[src/rtl/pc_seq_pkg.sv]
// Shared types and constants for the PC fetch sequencer.
// Optional feature macro: PC_TRAP_EN (adds the TRAP state for misaligned redirects).
package pc_seq_pkg;

  localparam int unsigned PC_W        = 32;
  localparam int unsigned INSTR_BYTES = 4;

`ifdef PC_TRAP_EN
  typedef enum logic [1:0] {
    ST_BOOT  = 2'd0,
    ST_FETCH = 2'd1,
    ST_HOLD  = 2'd2,
    ST_TRAP  = 2'd3
  } state_t;
`else
  typedef enum logic [1:0] {
    ST_BOOT  = 2'd0,
    ST_FETCH = 2'd1,
    ST_HOLD  = 2'd2
  } state_t;
`endif

  // Source of the next PC value
  typedef enum logic [2:0] {
    SEL_RESET  = 3'd0,
    SEL_HOLD   = 3'd1,
    SEL_INC    = 3'd2,
    SEL_TARGET = 3'd3,
    SEL_TRAP   = 3'd4
  } pc_sel_t;

  // Force an address onto an instruction-word boundary
  function automatic logic [PC_W-1:0] align_word(input logic [PC_W-1:0] addr);
    return addr & ~PC_W'(INSTR_BYTES - 1);
  endfunction

endpackage

[src/rtl/pc_next_mux.sv]
// Combinational next-PC selector feeding the PC register D input.
// Optional feature macro: PC_TRAP_EN (SEL_TRAP is only selected when it is defined).
import pc_seq_pkg::*;

module pc_next_mux #(
  parameter logic [PC_W-1:0] RESET_ADDR = 32'h0000_0000,
  parameter logic [PC_W-1:0] TRAP_ADDR  = 32'h0000_0080
) (
  input  pc_sel_t         sel,
  input  logic [PC_W-1:0] pc_q,
  input  logic [PC_W-1:0] target,
  output logic [PC_W-1:0] pc_d
);

  // Pick the next PC; increment wraps modulo 2^32
  always_comb begin
    pc_d = pc_q;
    case (sel)
      SEL_RESET:  pc_d = RESET_ADDR;
      SEL_INC:    pc_d = pc_q + PC_W'(INSTR_BYTES);
      SEL_TARGET: pc_d = align_word(target);
      SEL_TRAP:   pc_d = TRAP_ADDR;
      default:    pc_d = pc_q;
    endcase
  end

endmodule

[src/rtl/pc_sequencer.sv]
// Fetch controller: drives the PC register, handshakes imem, hands words to decode,
// applies branch/jump redirects from execute.
// Optional feature macro: PC_TRAP_EN (misaligned redirect traps to TRAP_ADDR; adds trap ports).
import pc_seq_pkg::*;

module pc_sequencer #(
  parameter logic [PC_W-1:0] RESET_ADDR = 32'h0000_0000,
  parameter logic [PC_W-1:0] TRAP_ADDR  = 32'h0000_0080
) (
  input  logic            clk,
  input  logic            rst,
  input  logic [PC_W-1:0] pc_q,
  output logic [PC_W-1:0] pc_d,
  output logic            imem_req,
  output logic [PC_W-1:0] imem_addr,
  input  logic            imem_ack,
  input  logic [PC_W-1:0] imem_rdata,
  output logic            instr_valid,
  input  logic            instr_ready,
  output logic [PC_W-1:0] instr,
  output logic [PC_W-1:0] instr_pc,
  input  logic            redirect_valid,
  input  logic [PC_W-1:0] redirect_target
`ifdef PC_TRAP_EN
  ,
  output logic            trap_valid,
  output logic [PC_W-1:0] trap_epc
`endif
);

  state_t  state;
  logic    instr_hold;
  logic    redirect_ok;
  pc_sel_t sel;

  // Redirects only count once fetching has started (ignored in BOOT)
  assign redirect_ok = redirect_valid & ((state == ST_FETCH) | (state == ST_HOLD));

`ifdef PC_TRAP_EN
  logic take_trap;
  assign take_trap = redirect_ok & (redirect_target[1:0] != 2'b00);
`endif

  assign imem_addr   = pc_q;
  // A redirect squashes the held word in the same cycle, so no transfer can happen
  assign instr_valid = instr_hold & ~redirect_valid;

  // Next-PC source; redirect outranks ack and ready
  always_comb begin
    sel = SEL_HOLD;
    if (state == ST_BOOT) begin
      sel = SEL_RESET;
    end
`ifdef PC_TRAP_EN
    else if (state == ST_TRAP) begin
      sel = SEL_TRAP;
    end else if (take_trap) begin
      sel = SEL_HOLD;
    end
`endif
    else if (redirect_ok) begin
      sel = SEL_TARGET;
    end else if ((state == ST_FETCH) && imem_ack) begin
      sel = SEL_INC;
    end
  end

  pc_next_mux #(
    .RESET_ADDR (RESET_ADDR),
    .TRAP_ADDR  (TRAP_ADDR)
  ) u_pc_next_mux (
    .sel    (sel),
    .pc_q   (pc_q),
    .target (redirect_target),
    .pc_d   (pc_d)
  );

  // Fetch FSM with registered request/holding outputs
  always_ff @(posedge clk or posedge rst) begin
    if (rst) begin
      state      <= ST_BOOT;
      imem_req   <= 1'b0;
      instr_hold <= 1'b0;
      instr      <= '0;
      instr_pc   <= '0;
`ifdef PC_TRAP_EN
      trap_valid <= 1'b0;
      trap_epc   <= '0;
`endif
    end else begin
`ifdef PC_TRAP_EN
      trap_valid <= 1'b0;
`endif
      case (state)
        ST_BOOT: begin
          state    <= ST_FETCH;
          imem_req <= 1'b1;
        end
        ST_FETCH, ST_HOLD: begin
`ifdef PC_TRAP_EN
          if (take_trap) begin
            state      <= ST_TRAP;
            imem_req   <= 1'b0;
            instr_hold <= 1'b0;
            trap_valid <= 1'b1;
            trap_epc   <= redirect_target;
          end else
`endif
          if (redirect_valid) begin
            state      <= ST_FETCH;
            imem_req   <= 1'b1;
            instr_hold <= 1'b0;
          end else if ((state == ST_FETCH) && imem_ack) begin
            state      <= ST_HOLD;
            imem_req   <= 1'b0;
            instr_hold <= 1'b1;
            instr      <= imem_rdata;
            instr_pc   <= pc_q;
          end else if ((state == ST_HOLD) && instr_ready) begin
            state      <= ST_FETCH;
            imem_req   <= 1'b1;
            instr_hold <= 1'b0;
          end
        end
`ifdef PC_TRAP_EN
        ST_TRAP: begin
          state    <= ST_FETCH;
          imem_req <= 1'b1;
        end
`endif
        default: begin
          state      <= ST_BOOT;
          imem_req   <= 1'b0;
          instr_hold <= 1'b0;
        end
      endcase
    end
  end

endmodule

[config.mk]
export PLATFORM = sky130hd
export DESIGN_NAME = pc_sequencer
export DESIGN_NICKNAME = d
export VERILOG_FILES = /design/src/rtl/pc_seq_pkg.sv /design/src/rtl/pc_next_mux.sv /design/src/rtl/pc_sequencer.sv
export SDC_FILE = /design/constraint.sdc
export NUM_CORES = 1
export LEC_CHECK = 0
export CORE_MARGIN = 8
export CORE_UTILIZATION = 42
export CTS_BUF_LIST = sky130_fd_sc_hd__clkbuf_8 sky130_fd_sc_hd__clkbuf_16
export DETAILED_ROUTE_END_ITERATION = 6
export MAX_ROUTING_LAYER = met4
export PLACE_DENSITY_LB_ADDON = 0.25
export SYNTH_ARGS = -nofsm -noshare
export SYNTH_HDL_FRONTEND = slang
export SYNTH_SLANG_ARGS = --single-unit
[constraint.sdc]
create_clock -name clk -period 6.6 [get_ports clk]
set_input_delay 1.98 -clock clk [delete_from_list [all_inputs] [get_ports clk]]
set_output_delay 1.98 -clock clk [all_outputs]
set_load 0.02 [all_outputs]
==> run_1/wire_density.png <==
23 x 23 tiles, from white (low) to dark blue (high), scaled to the fullest tile. Values are wire area over tile area, all layers added.
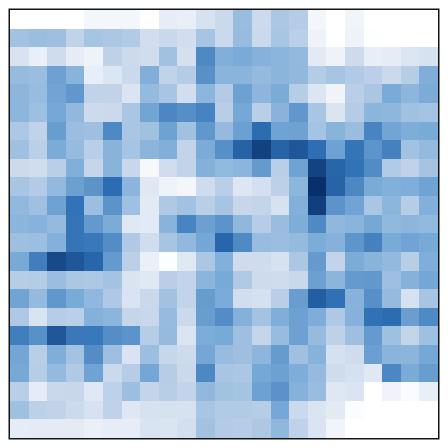
fullest tile: 0.48
tiles over half the peak: 23%
nearly empty tiles: 5.1%

==> run_1/pins.png <==
Bar = 20 um. Pins as bars across the die edge, other pins in grey.
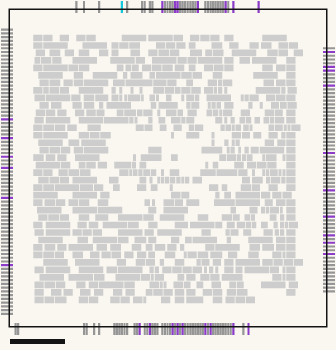
| colour | port | pins | direction | edge |
|---|---|---|---|---|
| cyan | instr_valid | 1 | output | north |
| purple | instr_pc | 32 | output | 10 east, 9 south, 7 north, 6 west |
all pins by edge: 77 west, 66 east, 52 south, 36 north

==> run_1/zoom.png <==
Bar = 5 um. Window x 47 to 67, y 70 to 90 um. Cells in grey, sequential cells in the stronger grey; small squares are vias.
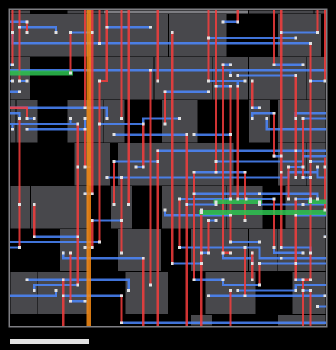
| colour | layer |
|---|---|
| green | met3 |
| red | met2 |
| orange | met4 |
| blue | met1 |
most frequent: clkdlybuf4s50_1 (4), nand2_1 (3), buf_4 (3)
sequential cells in the window: 0
cells with their middle in the window: 33

==> run summary, run 1 <==
Synthesis and place-and-route results.

- The flow ran to the end, and the final reports show no timing, DRC or antenna violations.
- The length of routed wiring on met1 is 5520 um.
- The power report attributes to the combinational group a share of 63.1%.
- The most area-hungry cell class in the final design is buffers.
- For this run, the total global-route usage over all layers was measured as 21.7%.
- The clock tree from TritonCTS is yes.
- The script parses the final routing iteration and logs DRC violations as 0.
- The multi-input combinational gate total is 258.
- The boundary pin count is 231.
- Of the available clock period, the critical path in the final layout requires 97.0%.
- The data arrival time of the critical path is 4420 ps.
- The detailed router used layers up to and including met4.
- The part of the power in registers is 25.6%.
- The launch point of the worst min-delay path is recorded as imem_req.
- The maximum buffer depth of the clock tree is 2.
- The HPWL after detailed placement is 11400 um.
- The final-layout non-clock buffer area share is 37.8%.
- The design area is 0.00663 mm2.
- The tally of unique sky130hd cells used after synthesis is 51.
- The post-layout minimum cycle time is 6400 ps.
- The report puts the hold buffer count at CTS at 0.
- The flow reports power dissipated in combinational cells as 1.81 mW.
- The detailed route wirelength on metal3 is 1590 um.
- The number of nets at the end of the flow is 705.
- The overall power consumption is 2.86 mW.
- The switching portion of total power is 41.9%.
- The met1 capacity usage during global routing is 23.1%.
- The number of enable flip-flop cells is 0.
- The clock transition at the register clock pins on the worst setup and hold paths after CTS is 80 ps.
- The plain and repair buffers instantiated in the layout total 256.
- The highest fanout seen on the critical path is 6.
- The OpenROAD warning count is 31.
- The worst min-delay path class is reg -> reg.
- The worst slew margin relative to its limit is 30.9%.
- The clock tree synthesis step divided the H-tree into 3 levels.
- The start of the worst register-to-register path is state[1].
- The prevailing post-synth register cell is sky130_fd_sc_hd__dfrtp_1.
- The slew at the pin with the worst max-slew slack is 1030 ps.
- The first TritonRoute pass finished after 4 iterations.
- The registers reported with the highest flop counts are instr: 32 flops, instr_pc: 32 flops, state: 2 flops.
- In the layout the commonest cells are sky130_fd_sc_hd__clkdlybuf4s50_1 (226), sky130_fd_sc_hd__dfrtp_1 (68), sky130_fd_sc_hd__mux2_2 (64).
- The detailed placer reported the number of placed instances as 721.
- The worst setup path is captured at an output port.
- The leading power group is combinational cells.
- The number of flip-flops and latches is 68.
==> run 1: critical path: stages <==
cell and delay, ps:
sky130_fd_sc_hd__clkdlybuf4s50_1 580, sky130_fd_sc_hd__nand4_2 280, sky130_fd_sc_hd__nor4_4 350, sky130_fd_sc_hd__nand4_1 230
sky130_fd_sc_hd__xor2_1 190, sky130_fd_sc_hd__o21ai_0 150, sky130_fd_sc_hd__clkdlybuf4s50_1 650
==> run 1: logic make-up (layout without fill, tap and decap cells) <==
kind of cell	after synthesis	after routing	synth area share, %
buffers and inverters	52	278	8.77
AND-OR/OR-AND	64	64	10.4
AND/OR/NAND/NOR	107	107	16.5
adder cells (fa/ha/maj)	5	5	1.52
multiplexers	65	65	17.8
flip-flops	68	68	41.4
XOR/XNOR	17	17	3.62
==> run_1/gate_families.png <==
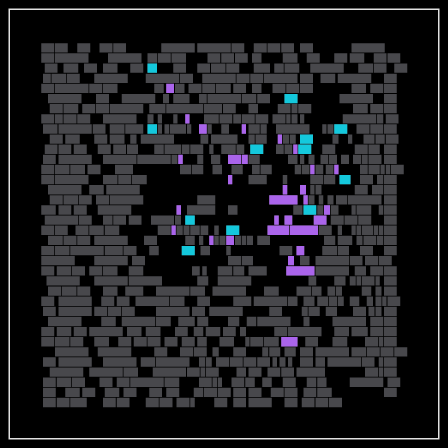

==> run 1 -> run 2 <==
- CTS_CLUSTER_DIAMETER: default -> 50
- SETUP_SLACK_MARGIN: default -> 0.2
==> run_2/gate_families.png <==
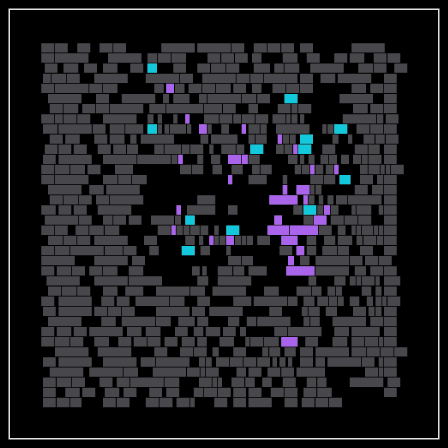
| colour | family | cells | most used |
|---|---|---|---|
| cyan | AND-OR and OR-AND gates | 12 | a32o_1 |
| purple | NOR gates | 30 | nor2_1 |

==> run summary, run 2 <==
Synthesis and place-and-route results.

- The flow ran to the end, and the final reports show no timing, DRC or antenna violations.
- After layout, the worst path uses 96.2% of the clock period.
- In this design, the largest share of critical-path delay is due to buffers and inverters.
- The global routing report lists combined usage of all routing layers as 21.7%.
- The number of buffers and inverters on the critical path is 3.
- The layout cell share with drive strength beyond 1 is 23.2%.
- Looking at the reg2reg group, the worst path starts from state[1].
- Per the skew report, the later register of the worst-skew pair sees a clock latency of 340 ps.
- The most frequent logic cell in the layout is sky130_fd_sc_hd__clkdlybuf4s50_1.
- The power share of the clock group is 11.3%.
- In the synthesized netlist, the cells that appear most often are sky130_fd_sc_hd__dfrtp_1 (68), sky130_fd_sc_hd__mux2_2 (64), sky130_fd_sc_hd__nand2_1 (38).
- The mean instance size in the synthesized netlist is 10.9 um2.
- Walking the worst path, the cells encountered are clkdlybuf4s50_1 -> buf_4 -> nand2_1 -> nor3_4 -> nand4_1 -> xor2_1 -> o21ai_0 -> clkdlybuf4s50_1.
- The number of H-tree levels is 3.
- Max fanout on the critical path was recorded as 7.
- The via count normalized by instance count is 5.16.
- The number of instances in the synthesized netlist is 378.
- In the Yosys stats the netlist draws on 51 distinct library cells.
- Counting every net in the synthesized netlist gives 484.
- Counting tap cells, the placed design contains a total of 721 instances.
- The chip width is 115 um.
- The overall power consumption is 2.86 mW.
- Endpoints failing hold in the final report were tallied at 0.
- The count of plain and timing-repair buffers is 260.
- The required time at the worst-slack endpoint is 4620 ps.
- The share of the core filled with cells is 69.3%.
- Detailed placement ended at an HPWL of 11400 um.
- The registers reported with the highest flop counts are instr: 32 flops, instr_pc: 32 flops, state: 2 flops.
- The post-layout minimum cycle time is 6350 ps.
- The finished cells cover 0.00668 mm2.
- The depth of the worst register-to-register path is 8.
- The met2 routing resource usage after global routing is 36.5%.
- Before any placement, the netlist area is recorded as 0.00411 mm2.
- The number of enable flip-flop cells is 0.
- The OpenROAD warning count is 32.
- Clock tree synthesis found a total of 68 sinks.
- The highest-delay cell along the critical path is sky130_fd_sc_hd__clkdlybuf4s50_1.
- 258 cells are multi-input combinational gates.
- The library cell appearing most often on the critical path is sky130_fd_sc_hd__clkdlybuf4s50_1.
- The worst slew margin relative to its limit is 30.9%.
- After detailed routing, no signal wire sits above met4.
- Routing resource usage on met1 recorded by global route was 23.1%.
- After detailed routing, the number of remaining DRC violations is 0.
- The power of the clock network is 325 uW.
- There are 68 flip-flops and latches.
- The setup slack at placement is 124 ps.
- The slew at the pin with the worst max-slew slack is 1030 ps.
- The number of nets at the end of the flow is 709.
- STA lists the endpoint of the worst register-to-register path as instr_pc[5].
- The part of the power in registers is 25.5%.
- The combinational gate power is 1.81 mW.
- The leading power group is combinational cells.
- Before antenna repair, the detailed router went through 4 iterations.
- The path with the worst hold slack has its endpoint at instr[3].
- In the final layout, flip-flops and latches take up 25.5% of the cell area.
- The switching portion of total power is 42.0%.
- TritonCTS built the clock tree.
- The number of clock-tree buffers in the layout is 9.
- After layout the signal buffers, clock cells excluded, come to 37.9% of cell area.
- In this run the most critical hold path is launched from instr[3].
- Ranking logic cells in the layout by count gives the top entries sky130_fd_sc_hd__clkdlybuf4s50_1 (225), sky130_fd_sc_hd__dfrtp_1 (68), sky130_fd_sc_hd__mux2_2 (64).
- The timing report gives the biggest stage delay along the critical path as 660 ps.
- Among all cell types in the netlist, the one instantiated most often is sky130_fd_sc_hd__dfrtp_1.
- Looking at the area split, the leading class of cells is buffers.
- The total number of cells along the worst setup path is 8.
- Detailed routing placed a total of 6960 um of wire on met2.
- According to the timing report, the critical path is captured at pc_d[31].
- The data arrival time of the critical path is 4370 ps.
- The switching component of the power was reported as 1.20 mW.
- The final layout report lists a non-clock inverter count of 6.
- The maximum buffer depth of the clock tree is 2.
- Summing all multi-input logic gate instances after layout gives 0.00207 mm2.
- The detailed router reports a met3 wire length of 1560 um.
- The row count is 36.
- The worst setup path is captured at an output port.
- The clock transition at the register clock pins on the worst setup and hold paths after CTS is 80 ps.
- The count of final max-slew check failures is 0.
- 231 I/O pins were placed.
- The logic gate share of total power is 63.1%.
- The prevailing post-synth register cell is sky130_fd_sc_hd__dfrtp_1.
- The launching element type of the critical path is a primary input.
- The path class of the tightest hold or removal check is reg -> reg.
- The overall routed net length is 14300 um.
- The clock tree root buffer cell is sky130_fd_sc_hd__clkbuf_8.
- In the per-layer summary, the met1 wirelength comes to 5580 um.
==> run_2/pins.png <==
Bar = 20 um. Pins as bars across the die edge, other pins in grey.
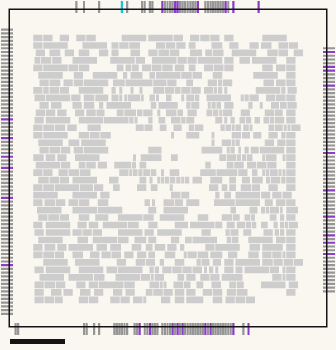
| colour | port | pins | direction | edge |
|---|---|---|---|---|
| purple | instr_pc | 32 | output | 10 east, 9 south, 7 north, 6 west |
| cyan | instr_valid | 1 | output | north |
all pins by edge: 77 west, 66 east, 52 south, 36 north

[run 2: cell counts after synthesis]
Identical to the previous run, type by type.
[run 2: repair_timing]
action                                  4_1_cts  5_1_grt
pin swaps                                     1        1
hold buffers                                  0        0
setup buffers                                 0        4
endpoints found under the setup margin        7       13
gates resized                                 1        6
hold endpoints to repair                      0        0
[run 2: cell families (layout without fill, tap and decap cells)]
family,after synthesis,in the layout,share of synthesized area (%)
AND/OR/NAND/NOR,107,107,16.5
flip-flops,68,68,41.4
AND-OR/OR-AND,64,64,10.4
XOR/XNOR,17,17,3.62
buffers and inverters,52,282,8.77
multiplexers,65,65,17.8
adder cells (fa/ha/maj),5,5,1.52
Power is estimated from default activity; no workload was simulated.
